### Placement by cell class, run 1

Drawn at 2 px/um.
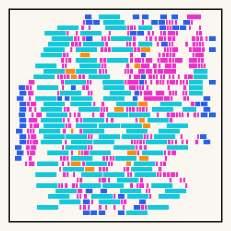
### Clock routing, run 1

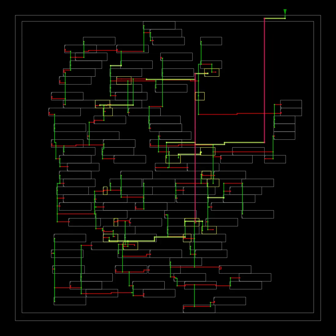
### Metal layers overlaid, run 1

Drawn at 2 px/um.
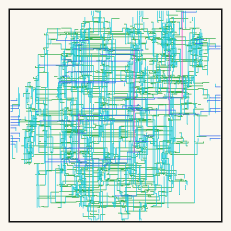
[config.mk]
export PLATFORM = sky130hd
export DESIGN_NAME = pc_sequencer
export DESIGN_NICKNAME = d
export VERILOG_FILES = /design/src/rtl/pc_sequencer.sv
export SDC_FILE = /design/constraint.sdc
export NUM_CORES = 1
export LEC_CHECK = 0
export ABC_AREA = 1
export CAP_MARGIN = 20
export CORE_MARGIN = 2
export CORE_UTILIZATION = 48
export CTS_CLUSTER_DIAMETER = 100
export CTS_CLUSTER_SIZE = 14
export DETAILED_ROUTE_END_ITERATION = 12
export PLACE_DENSITY = 0.69
export SLEW_MARGIN = 40
export SYNTH_ARGS = -nofsm -noshare
export SYNTH_HDL_FRONTEND = slang
export SYNTH_SLANG_ARGS = --single-unit
[constraint.sdc]
create_clock -name clk -period 7.06 [get_ports clk]
set_input_delay 1.412 -clock clk [delete_from_list [all_inputs] [get_ports clk]]
set_output_delay 1.412 -clock clk [all_outputs]
set_load 0.01 [all_outputs]
[src/rtl/pc_sequencer.sv]
// Sequencer that drives the program counter's load/inc/address command triple
// and keeps a hardware return-address stack for call/return.
module pc_sequencer #(
    parameter int ADDR_W = 12,
    parameter int DEPTH  = 8,
    parameter int CNT_W  = 4
) (
    input  logic              clk,
    input  logic              rst_n,
    input  logic [ADDR_W-1:0] pc_in,
    input  logic              cmd_valid,
    input  logic [2:0]        cmd,
    input  logic [ADDR_W-1:0] target,
    input  logic              err_clr,
    output logic              cmd_ready,
    output logic              pc_load,
    output logic              pc_inc,
    output logic [ADDR_W-1:0] pc_address,
    output logic [CNT_W-1:0]  stack_depth,
    output logic              err_ovf,
    output logic              err_unf
);
    localparam int IDX_W = (DEPTH > 1) ? $clog2(DEPTH) : 1;

    localparam logic [2:0] C_STEP    = 3'b001;
    localparam logic [2:0] C_JUMP    = 3'b010;
    localparam logic [2:0] C_CALL    = 3'b011;
    localparam logic [2:0] C_RET     = 3'b100;
    localparam logic [2:0] C_RESTART = 3'b101;

    typedef enum logic [1:0] {CLR, RUN, HALT} state_t;

    state_t            state, state_nxt;
    logic [ADDR_W-1:0] stack [DEPTH];
    logic [CNT_W-1:0]  depth;
    logic [IDX_W-1:0]  wr_idx, top_idx;
    logic              accept, push, pop, flush, set_ovf, set_unf, clr_err;
    logic              full, empty;

    assign wr_idx      = IDX_W'(depth);
    assign top_idx     = IDX_W'(depth - 1'b1);
    assign full        = (depth == CNT_W'(DEPTH));
    assign empty       = (depth == '0);
    assign cmd_ready   = rst_n && (state == RUN);
    assign accept      = cmd_valid && cmd_ready;
    assign stack_depth = depth;

    always_comb begin
        state_nxt  = state;
        pc_load    = 1'b1;
        pc_inc     = 1'b1;
        pc_address = '0;
        push       = 1'b0;
        pop        = 1'b0;
        flush      = 1'b0;
        set_ovf    = 1'b0;
        set_unf    = 1'b0;
        clr_err    = 1'b0;
        if (!rst_n) begin
            pc_load = 1'b0;
            pc_inc  = 1'b0;
        end else begin
            case (state)
                CLR: begin
                    pc_load   = 1'b0;
                    pc_inc    = 1'b0;
                    state_nxt = RUN;
                end
                RUN: if (accept) begin
                    case (cmd)
                        C_STEP: pc_load = 1'b0;
                        C_JUMP: begin
                            pc_inc     = 1'b0;
                            pc_address = target;
                        end
                        C_CALL: begin
                            if (full) begin
                                set_ovf   = 1'b1;
                                state_nxt = HALT;
                            end else begin
                                push       = 1'b1;
                                pc_inc     = 1'b0;
                                pc_address = target;
                            end
                        end
                        C_RET: begin
                            if (empty) begin
                                set_unf   = 1'b1;
                                state_nxt = HALT;
                            end else begin
                                pop        = 1'b1;
                                pc_inc     = 1'b0;
                                pc_address = stack[top_idx];
                            end
                        end
                        C_RESTART: begin
                            pc_load = 1'b0;
                            pc_inc  = 1'b0;
                            flush   = 1'b1;
                        end
                        default: ;
                    endcase
                end
                HALT: if (err_clr) begin
                    state_nxt = CLR;
                    flush     = 1'b1;
                    clr_err   = 1'b1;
                end
                default: state_nxt = CLR;
            endcase
        end
    end

    always_ff @(posedge clk) begin
        if (!rst_n) begin
            state   <= CLR;
            depth   <= '0;
            err_ovf <= 1'b0;
            err_unf <= 1'b0;
        end else begin
            state <= state_nxt;
            if (flush)     depth <= '0;
            else if (push) depth <= depth + 1'b1;
            else if (pop)  depth <= depth - 1'b1;
            if (clr_err) begin
                err_ovf <= 1'b0;
                err_unf <= 1'b0;
            end else begin
                if (set_ovf) err_ovf <= 1'b1;
                if (set_unf) err_unf <= 1'b1;
            end
        end
    end

    // Return address wraps naturally at the top of the address space.
    always_ff @(posedge clk) begin
        if (rst_n && push) stack[wr_idx] <= pc_in + 1'b1;
    end
endmodule

==> metrics.yaml, run 1 <==
cpLargestDelayFamily: "buffers and inverters"
combGateArea_mm2: 0.00168
finClkSkew_ps: 11.1
clk_pin_slew_worst_paths_ps: 100
status: "completed"
crit_top_cell: "nand2_1"
chipArea_mm2: 0.0111
final_layout_size_suffix_gt1_frac: 0.0849
critPathArrivalTime_ps: 3690
power-top-group: "registers"
ys_sh_mux: 0
syn-cell-area_mm2: 0.00494
r2r_setup_slack_ps: 4460
ys_sh_xor: 0.0286
ys_chip_area_mm2: 0.00494
dieWidth_um: 105
internal_power_w: 0.000896
worstPathMaxFanout: 12
power.net_switching_w: 0.000355
hold_path_end: "err_ovf$_SDFFE_PP0P_"
ctsHoldBuffers: 0
p_comb_frac: 0.176
ant_nets: 0
cp_slowest_cell: "clkdlybuf4s50_1"
firstDrtPassIters: 4
largest_class: "registers"
synth-seq-cells: 104
path_cells: "clkdlybuf4s50_1, nand2_1, nor2_4, nand2_1, nand2_1, nand2_1, a21oi_1, clkdlybuf4s50_1"
syn_area_per_cell_um2: 10.1
seqCellArea_mm2: 0.00304
hold_depth: 2
synthTopCellsByCount: "122 x nand2_1, 96 x edfxtp_1, 59 x nor2_1"
clock_latency_ps: 370
ctsResizeCount: 0
post-cts-setup-buffers: 0
io_pins: 52
pwr-share-clk: 0.274
synth_stat.cells: 488
vias_per_cell: 5.30
nNonClkBuffers: 60
drt-met1-wl_mm: 4.56
cts_tree: "yes"
## Picture notes: 'Placement by cell class'
[cyan] flops | cells: 104
[orange] clock drivers and dummy loads | cells: 16
[magenta] combinational and other logic | cells: 362
[blue] other buffers and delay cells | cells: 60
Layout Utilization: 0.570
Seq/total area: 0.527
final instance area: 0.00578 mm^2
Core Area: 0.0101 mm^2
Rows: 37

## Picture notes: 'Clock routing'
# clock sinks: 104
Flops: 104
Power Clock: 0.000342 W
CTS buffer count: 9

## Picture notes: 'Metal layers overlaid'
[green] metal 1 | wire length: 4,560 um
[blue] metal 3 | wire length: 654 um
[cyan] metal 2 | wire length: 5,630 um
[magenta] metal 4 | wire length: 148 um
Routed WL: 11.0 mm
vias: 3,592
DR WL/cell: 16.2 um
gr usage total: 0.205

[run 1: cell families (layout without fill, tap and decap cells)]
kind of cell,count (synthesis),after routing
AND-OR/OR-AND,61,61
buffers and inverters,54,108
AND/OR/NAND/NOR,247,247
flip-flops,104,104
adder cells (fa/ha/maj),8,8
XOR/XNOR,14,14
[run 1: stage by stage]
stage / power, W / utilization
finish: 0.00125 / 0.570
global route: 0.00130 / 0.570
floorplan: 0.000847 / -
CTS: 0.00125 / 0.570
detailed placement: 0.000922 / 0.553
global placement: 0.000914 / 0.552
[run 1: state kept, by name, indices dropped and copies added, names as in the netlist]
register	flops
stack	96
stack_depth	4
state	2
err_ovf	1
err_unf	1
### Ports around the boundary, run 1

Drawn at 4 px/um. Pins as bars across the die edge, other pins in gray.
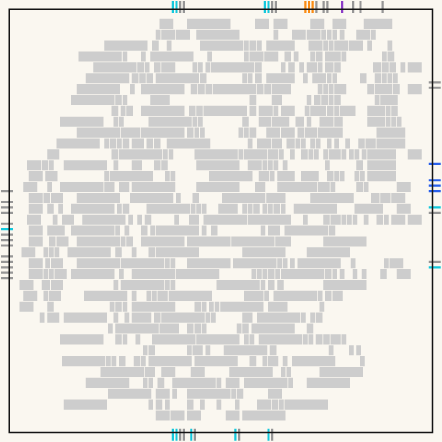

--- run 2 (diff from run 1) ---
Clock period 7.06 ns to 4.9 ns, I/O delays scaled along.
### Ports around the boundary, run 2

Drawn at 4 px/um. Pins as bars across the die edge, other pins in gray.
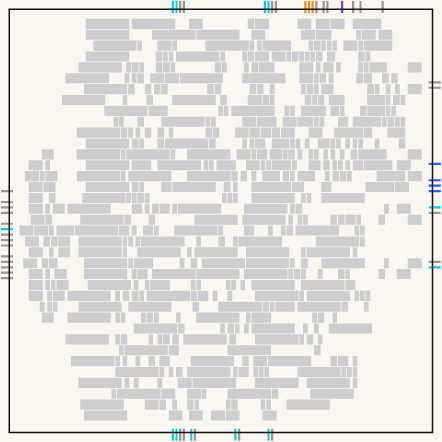
[cyan] pc_address | pins: 12 | direction: output | edge: 5 south, 4 north, 2 east, 1 west
[orange] cmd | pins: 3 | direction: input | edge: north
[purple] cmd_valid | pins: 1 | direction: input | edge: north
[blue] stack_depth | pins: 4 | direction: output | edge: east
all pins by edge: 18 north, 14 west, 10 east, 10 south
die height: 105 um
Die X: 105 um
port bufs: 51

### Placement by cell class, run 2

Drawn at 2 px/um.
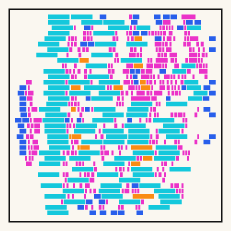
[blue] other buffers and delay cells | cells: 62
[magenta] combinational and other logic | cells: 362
[cyan] flops | cells: 104
[orange] clock drivers and dummy loads | cells: 16

==> run 2 against run 1 <==
Global-route usage rose by 0.19 points. Cell count rose by 0.29%. Via count barely moved. Sequential share of layout area fell by 0.44 points. Utilization rose by 0.48 points. Worst setup slack got worse by 1400 ps. Combinational power rose by 43%. Sequential power rose by 44%. First-iteration DRC count rose by 14%. Critical endpoint unchanged.
==> metrics.yaml, run 2 <==
pwr-share-clk: 0.310  # was 0.274
post-cts-setup-buffers: 0  # unchanged
status: "completed"  # unchanged
clk_pin_slew_worst_paths_ps: 100  # about the same
vias_per_cell: 5.28  # was 5.30
synth_stat.cells: 488  # unchanged
routedWlPerCell_um: 16.5  # was 16.2 um
cp_slowest_cell: "clkdlybuf4s50_1"  # unchanged
finClkSkew_ps: 10.5  # was 11.1 ps
cts_tree: "yes"  # unchanged
syn_area_per_cell_um2: 10.1  # unchanged
hold_path_end: "err_ovf$_SDFFE_PP0P_"  # unchanged
final_cell_area_mm2: 0.00583  # was 0.00578 mm^2
syn-cell-area_mm2: 0.00494  # unchanged
fp-row-count: 37  # unchanged
p_total_w: 0.00190  # was 0.00125 W
grtUsageTotal: 0.207  # was 0.205
numCtsBuffers: 9  # unchanged
path_cells: "clkdlybuf4s50_1, nand2_1, nor2_4, nand2_1, nand2_1, nand2_1, a21oi_1, clkdlybuf4s50_1"  # unchanged
largest-register: "stack"  # unchanged
seqCellArea_mm2: 0.00304  # unchanged
cpLargestDelayFamily: "buffers and inverters"  # unchanged
p_comb_frac: 0.166  # was 0.176
clock_latency_ps: 360  # was 370 ps
final_layout_size_suffix_gt1_frac: 0.0882  # was 0.0849
synthTopCellsByCount: "122 x nand2_1, 96 x edfxtp_1, 59 x nor2_1"  # unchanged
critPathArrivalTime_ps: 3320  # was 3690 ps
crit_top_cell: "nand2_1"  # unchanged
ys_sh_mux: 0  # unchanged
firstDrtPassIters: 5  # was 4
chipArea_mm2: 0.0111  # unchanged
io_pins: 52  # unchanged
cts_sinks: 104  # unchanged
==> run 2: cell families (layout without fill, tap and decap cells) <==
| family | count (synthesis) | in the layout |
|---|---|---|
| xor gates and xnor gates | 14 | 14 |
| DFF | 104 | 104 |
| adders and majority gates | 8 | 8 |
| AOI/OAI and AO/OA | 61 | 61 |
| buffers and inverters | 54 | 110 |
| and+or+nand+nor | 247 | 247 |
==> run 2: routing by layer <==
metal,global-route usage,up-vias,part of all wire
li1,-,1757,-
met1,0.273,1715,0.43
met2,0.358,110,0.51
met3,0.0334,8,0.052
met4,0.0524,0,0.0076
met5,0,-,0
==> run 2: layout make-up <==
cell class	instances	share of cell area
clock buffers	10	0.0219
clock inverters	6	0.0157
inverters	32	0.0215
multi-input cells	330	0.288
flip-flops and latches	104	0.522
well taps	136	0.0292
repair buffers	62	0.102
### Local utilization, run 2

Drawn at 4 px/um. 11 x 11 tiles, from black (low) to pale yellow (high), 0 to 100% covered.
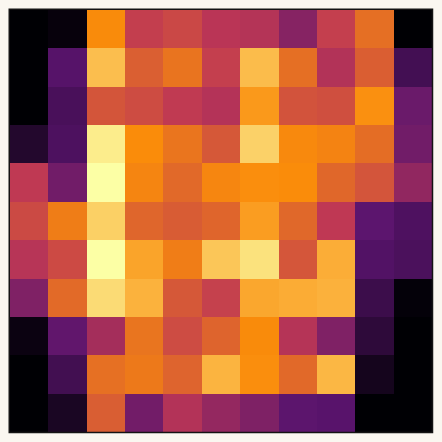

--- run 3 (diff from run 2) ---
Settings changed: PLACE_DENSITY 0.69 to 0.72.
Clock period 4.9 ns to 3.8 ns, I/O delays scaled along.
### Local utilization, run 3

Drawn at 4 px/um. 11 x 11 tiles, from black (low) to pale yellow (high), 0 to 100% covered.
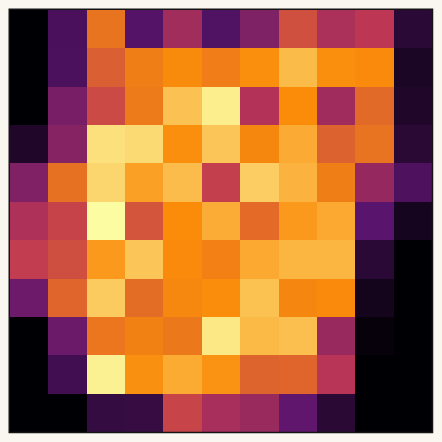
fullest tile: 100%
densest ninth of the die: center
mean over tiles: 52%
initial core utilization: 0.487
Layout Utilization: 0.583

==> run 3 against run 2 <==
Total power rose by 28%. Synthesized cell count did not move. Worst hold slack improved by 9.5 ps.
==> metrics.yaml, run 3 <==
status: "completed"  # unchanged
nonClkBufAreaFrac: 0.113  # was 0.102
largest-register: "stack"  # unchanged
vias_per_cell: 5.27  # was 5.28
ant_nets: 0  # unchanged
crit_top_cell: "nand2_1"  # unchanged
synth_stat.cells: 488  # unchanged
fp-row-count: 37  # unchanged
synthTopCellsByCount: "122 x nand2_1, 96 x edfxtp_1, 59 x nor2_1"  # unchanged
coreArea_mm2: 0.0101  # unchanged
internal_power_w: 0.00176  # was 0.00139 W
ys_sh_mux: 0  # unchanged
io_pins: 52  # unchanged
cp_slowest_cell: "clkdlybuf4s50_1"  # unchanged
fp.dieH_um: 105  # unchanged
numCtsBuffers: 9  # unchanged
wl_met3_um: 635  # was 583 um
largest_class: "registers"  # unchanged
comb.multi_input.count: 330  # unchanged
flops: 104  # unchanged
power.net_switching_w: 0.000674  # was 0.000502 W
comb_share: 0.284  # was 0.288
nClkBuffers: 9  # was 10
use_met2: 0.314  # was 0.358
largest_reg_flops: 96  # unchanged
p_comb_frac: 0.171  # was 0.166
hold_path_end: "err_ovf$_SDFFE_PP0P_"  # unchanged
dieWidth_um: 105  # unchanged
pwr-share-clk: 0.304  # was 0.310
cts_tree: "yes"  # unchanged
path_cells: "clkdlybuf4s50_1, nand2_1, nor2_4, nand2_1, nand2_1, buf_4, nand2_1, a21oi_1, clkdlybuf4s50_1"  # was clkdlybuf4s50_1, nand2_1, nor2_4, nand2_1, nand2_1, nand2_1, a21oi_1, clkdlybuf4s50_1
finClkSkew_ps: 10.5  # about the same
taps: 136  # unchanged
inverters: 32  # unchanged
r2r_setup_slack_ps: 1440  # was 2320 ps
chipArea_mm2: 0.0111  # unchanged
hold_depth: 2  # unchanged
met2WireLength_mm: 5.17  # was 5.74 mm
drt_wl_total_mm: 10.6  # was 11.2 mm
worstPathMaxFanout: 7  # was 12
ys_chip_area_mm2: 0.00494  # unchanged
### Placement by cell class, run 3

Drawn at 2 px/um.
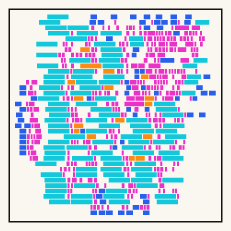
[cyan] flops | cells: 104
[blue] other buffers and delay cells | cells: 70
[orange] clock drivers and dummy loads | cells: 16
[magenta] combinational and other logic | cells: 362
final instance area: 0.00591 mm^2
Seq/total area: 0.515

## run 3: power by group through the flow
stage / clock [W] / sequential [W] / combinational [W]
finish: 0.000739 / 0.00128 / 0.000415
global route: 0.000785 / 0.00128 / 0.000466
CTS: 0.000747 / 0.00128 / 0.000411
detailed placement: 0 / 0.00130 / 0.000410
global placement: 0 / 0.00130 / 0.000399
floorplan: 0 / 0.00130 / 0.000273
## run 3: timing repair
action	in CTS	in global routing
hold buffers	0	0
setup endpoints to repair	0	12
buffers inserted	0	2
resized	0	3
hold endpoints to repair	0	0
## run 3: through the flow
step,hold WS [ps],utilization
after floorplan,470,-
after global placement,440,0.559
after detailed placement,452,0.559
after CTS,467,0.581
after global routing,480,0.583
final,467,0.583
Power figures rest on the tool's default switching activity, not on a simulated workload.
